m3.png
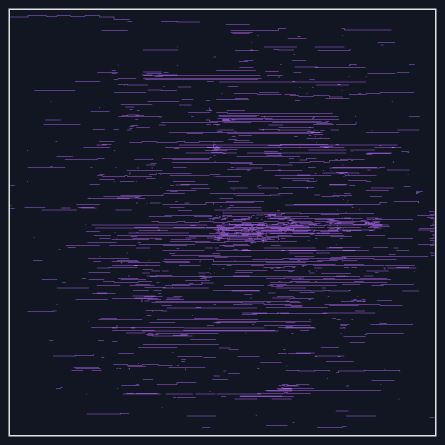
route_heat.png
20 x 20 tiles, from black (low) to pale yellow (high), scaled to the fullest tile. Values are wire area over tile area, all layers added.
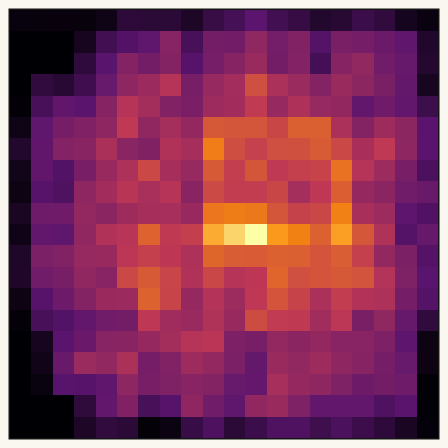
port_trees.png
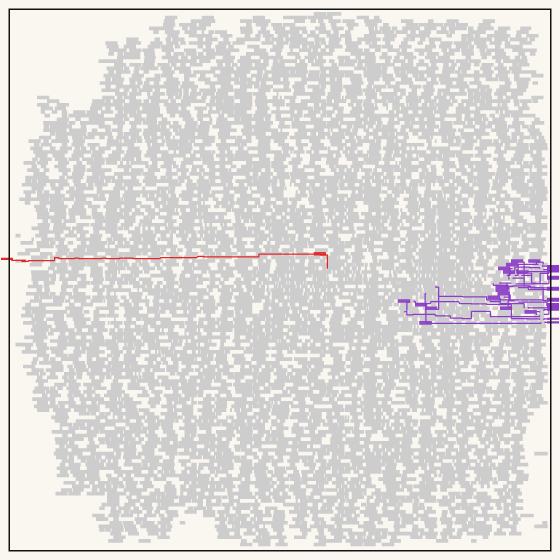
ff_map.png
Other sequential cells in the stronger grey, the rest of the logic in the fainter grey.
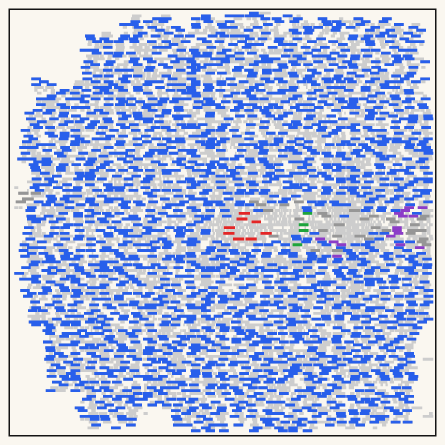
placed.png
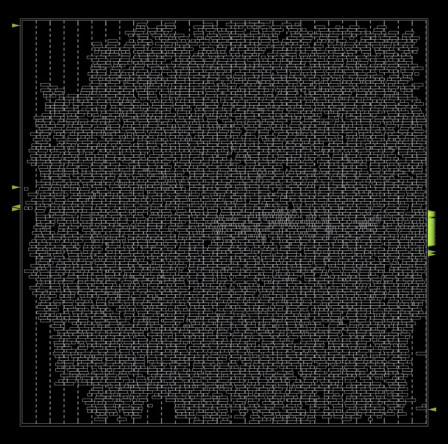
==> src/rtl/iic_slave.sv <==
// I2C/SCCB register responder: 7-bit device address, 16-bit register
// pointer, burst write/read with auto-increment, open-drain SDA drive.
module iic_slave #(
  parameter logic [6:0] DEV_ADDR = 7'h3C,
  parameter int          MEM_AW   = 8
) (
  input  logic        clk_4x,
  input  logic        rst,
  input  logic        scl,
  input  logic        sda_in,
  output logic        sda_oe,
  output logic        busy,
  output logic        wr_strobe,
  output logic [15:0] wr_addr,
  output logic [7:0]  wr_data
);

  localparam logic [3:0] S_IDLE       = 4'd0;
  localparam logic [3:0] S_DEV        = 4'd1;
  localparam logic [3:0] S_DEV_ACK    = 4'd2;
  localparam logic [3:0] S_ADDR_H     = 4'd3;
  localparam logic [3:0] S_ADDR_H_ACK = 4'd4;
  localparam logic [3:0] S_ADDR_L     = 4'd5;
  localparam logic [3:0] S_ADDR_L_ACK = 4'd6;
  localparam logic [3:0] S_WR_DATA    = 4'd7;
  localparam logic [3:0] S_WR_ACK     = 4'd8;
  localparam logic [3:0] S_RD_DATA    = 4'd9;
  localparam logic [3:0] S_RD_ACK     = 4'd10;
  localparam logic [3:0] S_WAIT       = 4'd11;

  // [1:0] synchronizer, [2] previous synchronized value
  logic [2:0] scl_q;
  logic [2:0] sda_q;

  logic [3:0]  state_q, state_d;
  logic [15:0] ptr_q, ptr_d;
  logic [7:0]  sr_q, sr_d;
  logic [2:0]  cnt_q, cnt_d;
  logic        rw_q, rw_d;
  logic        oe_q, oe_d;
  logic        stb_q, stb_d;
  logic [15:0] wa_q, wa_d;
  logic [7:0]  wd_q, wd_d;
  logic        we;

  logic [7:0] mem_q [2**MEM_AW];

  logic       sda_s;
  logic       rise, fall, start, stop;
  logic       last;
  logic [7:0] sh;
  logic [7:0] rd_b;

  assign sda_s = sda_q[1];
  assign rise  = scl_q[1] & ~scl_q[2];
  assign fall  = ~scl_q[1] & scl_q[2];
  assign start = scl_q[1] & scl_q[2] & ~sda_q[1] & sda_q[2];
  assign stop  = scl_q[1] & scl_q[2] & sda_q[1] & ~sda_q[2];
  assign last  = (cnt_q == 3'd7);
  assign sh    = {sr_q[6:0], sda_s};
  assign rd_b  = mem_q[ptr_q[MEM_AW-1:0]];

  always_comb begin
    state_d = state_q;
    ptr_d   = ptr_q;
    sr_d    = sr_q;
    cnt_d   = cnt_q;
    rw_d    = rw_q;
    oe_d    = oe_q;
    stb_d   = 1'b0;
    wa_d    = wa_q;
    wd_d    = wd_q;
    we      = 1'b0;
    if (stop) begin
      state_d = S_IDLE;
      oe_d    = 1'b0;
    end else if (start) begin
      state_d = S_DEV;
      cnt_d   = 3'd0;
      oe_d    = 1'b0;
    end else if (rise) begin
      cnt_d = cnt_q + 3'd1;
      sr_d  = sh;
      unique case (state_q)
        S_DEV: if (last) begin
          if (sh[7:1] != DEV_ADDR) begin
            state_d = S_WAIT;
          end else begin
            rw_d    = sh[0];
            state_d = S_DEV_ACK;
          end
        end
        S_ADDR_H: if (last) begin
          ptr_d[15:8] = sh;
          state_d     = S_ADDR_H_ACK;
        end
        S_ADDR_L: if (last) begin
          ptr_d[7:0] = sh;
          state_d    = S_ADDR_L_ACK;
        end
        S_WR_DATA: if (last) begin
          we      = 1'b1;
          stb_d   = 1'b1;
          wa_d    = ptr_q;
          wd_d    = sh;
          ptr_d   = ptr_q + 16'd1;
          state_d = S_WR_ACK;
        end
        S_RD_DATA: if (last) begin
          ptr_d   = ptr_q + 16'd1;
          state_d = S_RD_ACK;
        end
        S_RD_ACK: if (sda_s) begin
          oe_d    = 1'b0;
          state_d = S_WAIT;
        end
        default: ;
      endcase
    end else if (fall) begin
      unique case (state_q)
        S_DEV_ACK, S_ADDR_H_ACK, S_ADDR_L_ACK, S_WR_ACK: begin
          // cnt 0: first fall after the byte, cnt 1: end of the 9th clock
          if (cnt_q == 3'd0) begin
            oe_d = 1'b1;
          end else if (state_q == S_DEV_ACK && rw_q) begin
            sr_d    = rd_b;
            oe_d    = ~rd_b[7];
            cnt_d   = 3'd0;
            state_d = S_RD_DATA;
          end else begin
            oe_d  = 1'b0;
            cnt_d = 3'd0;
            if (state_q == S_DEV_ACK)
              state_d = S_ADDR_H;
            else if (state_q == S_ADDR_H_ACK)
              state_d = S_ADDR_L;
            else
              state_d = S_WR_DATA;
          end
        end
        S_RD_DATA: oe_d = ~sr_q[7];
        S_RD_ACK: begin
          if (cnt_q == 3'd0) begin
            oe_d = 1'b0;
          end else begin
            sr_d    = rd_b;
            oe_d    = ~rd_b[7];
            cnt_d   = 3'd0;
            state_d = S_RD_DATA;
          end
        end
        default: ;
      endcase
    end
  end

  always_ff @(posedge clk_4x or negedge rst) begin
    if (!rst) begin
      scl_q   <= 3'b111;
      sda_q   <= 3'b111;
      state_q <= S_IDLE;
      ptr_q   <= '0;
      sr_q    <= '0;
      cnt_q   <= '0;
      rw_q    <= 1'b0;
      oe_q    <= 1'b0;
      stb_q   <= 1'b0;
      wa_q    <= '0;
      wd_q    <= '0;
    end else begin
      scl_q   <= {scl_q[1:0], scl};
      sda_q   <= {sda_q[1:0], sda_in};
      state_q <= state_d;
      ptr_q   <= ptr_d;
      sr_q    <= sr_d;
      cnt_q   <= cnt_d;
      rw_q    <= rw_d;
      oe_q    <= oe_d;
      stb_q   <= stb_d;
      wa_q    <= wa_d;
      wd_q    <= wd_d;
    end
  end

  always_ff @(posedge clk_4x or negedge rst) begin
    if (!rst) begin
      for (int i = 0; i < 2**MEM_AW; i++)
        mem_q[i] <= '0;
    end else if (we) begin
      mem_q[ptr_q[MEM_AW-1:0]] <= sh;
    end
  end

  assign sda_oe    = oe_q;
  assign busy      = (state_q != S_IDLE);
  assign wr_strobe = stb_q;
  assign wr_addr   = wa_q;
  assign wr_data   = wd_q;

endmodule
==> config.mk <==
export PLATFORM = sky130hd
export DESIGN_NAME = iic_slave
export DESIGN_NICKNAME = d
export VERILOG_FILES = /design/src/rtl/iic_slave.sv
export SDC_FILE = /design/constraint.sdc
export NUM_CORES = 2
export LEC_CHECK = 0
export CAP_MARGIN = 10
export CORE_MARGIN = 1.5
export CORE_UTILIZATION = 60
export DETAILED_ROUTE_END_ITERATION = 10
export GPL_TIMING_DRIVEN = 0
export PLACE_DENSITY = 0.76
export REMOVE_ABC_BUFFERS = 1
export SLEW_MARGIN = 20
export SYNTH_ARGS = -nofsm -noshare
export SYNTH_HDL_FRONTEND = slang
export SYNTH_SLANG_ARGS = --single-unit
==> constraint.sdc <==
create_clock -name clk_4x -period 6.68 [get_ports clk_4x]
set_input_delay 0.668 -clock clk_4x [delete_from_list [all_inputs] [get_ports clk_4x]]
set_output_delay 0.668 -clock clk_4x [all_outputs]
set_load 0.1 [all_outputs]
==> GITHUB_STEP_SUMMARY <==
### Flow metrics

| Metric | Value |
|---|---|
| Count leader, synth | `dfrtp_1` |
| Maxcap violations | `0` |
| CP Class | `reg2reg` |
| Slew @ Worst Pin | `1.218 ns` |
| CTS Buf Count | `212` |
| Via-per-instance ratio | `6.607` |
| Post-Synthesis Cells | `5,951` |
| Routed Antenna Nets | `0` |
| H-tree depth | `4` |
| Initial DRT Pass Iterations | `7` |
| Setup Skew | `0.03434 ns` |
| Status | `completed` |
| Top_reg_cell synth | `dfrtp_1` |
| Worst EP arrival | `6.29 ns` |
| FP Util | `60.26%` |
| Hold Vio Cnt, Final | `0` |
| Slew Limit Fails | `0` |
| Number of global-route vias before repair | `56,443` |
| Distinct lib cells | `60` |
| First-pass GRT wire length | `371,700 µm` |
| Post-CTS Hold Buffers | `1` |
| Fmax | `0.1797 GHz` |
| Cell Pwr Density | `250.1 mW/mm²` |
| P&R area growth vs syn | `11.21%` |
| CTS tree | `done` |
| Tool warning count | `80` |
| Main area contributors | `dfrtp_1 55%, mux2_2 24%, mux4_2 14%` |
| Synth async-reset ratio | `100.0%` |
| Cell type with the largest total area | `dfrtp_1` |
| Yosys warning count | `0` |
| Final setup viols | `0` |
| Register share after synthesis | `54.75%` |
| Post-Syn Area | `0.09654 mm²` |
| Static Leak | `50.03 nW` |
| Area share, top type | `54.59%` |
| Latency at later pin | `0.85 ns` |
| Chip area | `0.1633 mm²` |
| Die y size | `404.1 µm` |
| Rows | `147` |
| Max VDD drop | `0.0003548 V` |
| Pin count of the biggest net entering global routing | `156` |
| RSZ-0062 raised after global routing | `false` |
| GRT overflow | `0` |
| # DRC | `0` |
| Die width | `404.1 µm` |
| Number of enable flip-flop cells | `0` |
| Synthesis area per yosys | `0.09654 mm²` |
| CTS Buffer Depth | `3` |
| Drt initial violations | `4,993` |
| Dpl hpwl | `154,800 µm` |
| Clock Sinks | `2,112` |
| Crit Path Max Fanout | `70` |
## Picture notes: m3.png
main direction	horizontal
nets with wire on the layer	428
wire length on this layer	18,200 µm
share of all routed wire	7.5%
longest straight run	199 µm
met3 usage: 6.805%
total vias in the final route: 54,068

## Picture notes: route_heat.png
tiles over half the peak	19%
nearly empty tiles	5.5%
densest ninth of the die	centre
fullest tile	0.71
mean over tiles	0.24
DR WL/cell: 29.75 µm
gr usage total: 30.59%
drt total wl: 243,500 µm

## Picture notes: port_trees.png
colour	port	bits	direction	end cells	buffers	wire
purple	wr_addr	16	output	16	16	915 µm
red	sda_oe	1	output	1	1	262 µm
I/O pin total: 31
port bufs: 30

## Picture notes: ff_map.png
colour	name in the netlist	flops
blue	mem_q	2,048
purple	wr_addr	16
green	state_q	4
red	sr_q	8
fin util: 67.02%
Storage cell area: 0.05291 mm²

## Picture notes: placed.png
core area: 0.1602 mm²
final instance count without filler cells: 8,184
Tapcells: 2,160

-- power breakdown --
group,internal [W],switching [W]
Combinational,0.000409,0.00135
Sequential,0.0128,0.000247
Clock,0.00695,0.00507
-- metrics by stage --
stage / utilization [%] / std cells / area (µm²) / setup slack [ns]
floorplan: - / 5496 / 94330 / -15.58
global placement: 60.76 / 7686 / 97330 / -87.77
detailed placement: 62.58 / 7795 / 100300 / 1.262
CTS: 67.02 / 8183 / 107400 / 1.225
global route: 67.02 / 8183 / 107400 / 0.9892
finish: 67.02 / 8184 / 107400 / 1.116
-- cell usage in the layout, fill, tap and decap left out, types with 5 or more instances in the layout --
cell / count
dfrtp_1: 2093
mux2_2: 2075
mux4_2: 612
clkbuf_16: 213
nor2_2: 125
nand2_1: 116
nor2_1: 111
buf_16: 66
a22oi_1: 65
clkbuf_8: 62
a21oi_1: 48
clkbuf_1: 48
buf_12: 42
clkinv_2: 36
clkdlybuf4s50_1: 29
mux4_1: 18
nand3_1: 16
o21ai_0: 16
nor3_1: 15
inv_1: 13
nand3_4: 12
o22ai_1: 11
mux2i_1: 11
dfrtp_4: 11
bufinv_16: 10
ha_1: 9
nand2b_1: 8
nand4_1: 7
and2_1: 6
a31oi_1: 6
a22o_1: 5
a211oi_1: 5
clkinv_8: 5
inv_6: 5
dfstp_2: 5
-- critical path: stages, from the launching register on --
cell and delay, ns:
dfstp_4 1.11, buf_16 0.32, buf_16 0.30, xor2_1 0.16, a21oi_1 0.50, and2_4 0.72, nand3_4 0.75, nor2_1 0.97
mux2_2 0.42
-- path summary, 6_finish.rpt --
path                       cells past startpoint     start          end  slack, ns
min in group asynchronous                      2       rst  mem_q[1459]       0.46
min reg2reg                                    0  scl_q[0]     scl_q[1]       0.36
max reg2reg                                    8  sda_q[1]   mem_q[583]       1.12
min                                            1    sda_in     sda_q[0]       0.23
max in group asynchronous                      6       rst  mem_q[1546]       3.14
max                                            8  sda_q[1]   mem_q[583]       1.12
-- flip-flops by register name, indices dropped and copies added (netlist names) --
signal and cells:
scl_q 3, rw_q 1, state_q 4, mem_q 2048, wr_strobe 1, sda_oe 1, wr_addr 16, cnt_q 3
sda_q 3, sr_q 8, ptr_q 16, wr_data 8
-- logic make-up after synthesis --
logic type	share of synthesized area, %
multiplexers	39.09
flip-flops	54.75
buffers and inverters	2.346
AND/OR/NAND/NOR	2.253
AND-OR/OR-AND	1.428
adder cells (fa/ha/maj)	0.1166
XOR/XNOR	0.01815
-- layout make-up --
| class | count | share of cell area (%) |
|---|---|---|
| diodes | 1 | 0.002331 |
| clock buffers | 323 | 5.927 |
| clock inverters | 64 | 0.6876 |
| inverters | 14 | 0.04895 |
| multi-input cells | 3370 | 38.76 |
| flip-flops and latches | 2112 | 49.28 |
| well taps | 2160 | 2.517 |
| repair buffers | 140 | 2.776 |
-- metal layers --
metal | routed length [µm] | GRT usage (%) | vias up
li1 | - | - | 22172
met1 | 103500 | 44.33 | 29633
met2 | 112700 | 46.18 | 1766
met3 | 18160 | 6.805 | 495
met4 | 9118 | 10.63 | 2
met5 | 13 | 0 | -
Power is estimated from default activity; no workload was simulated.
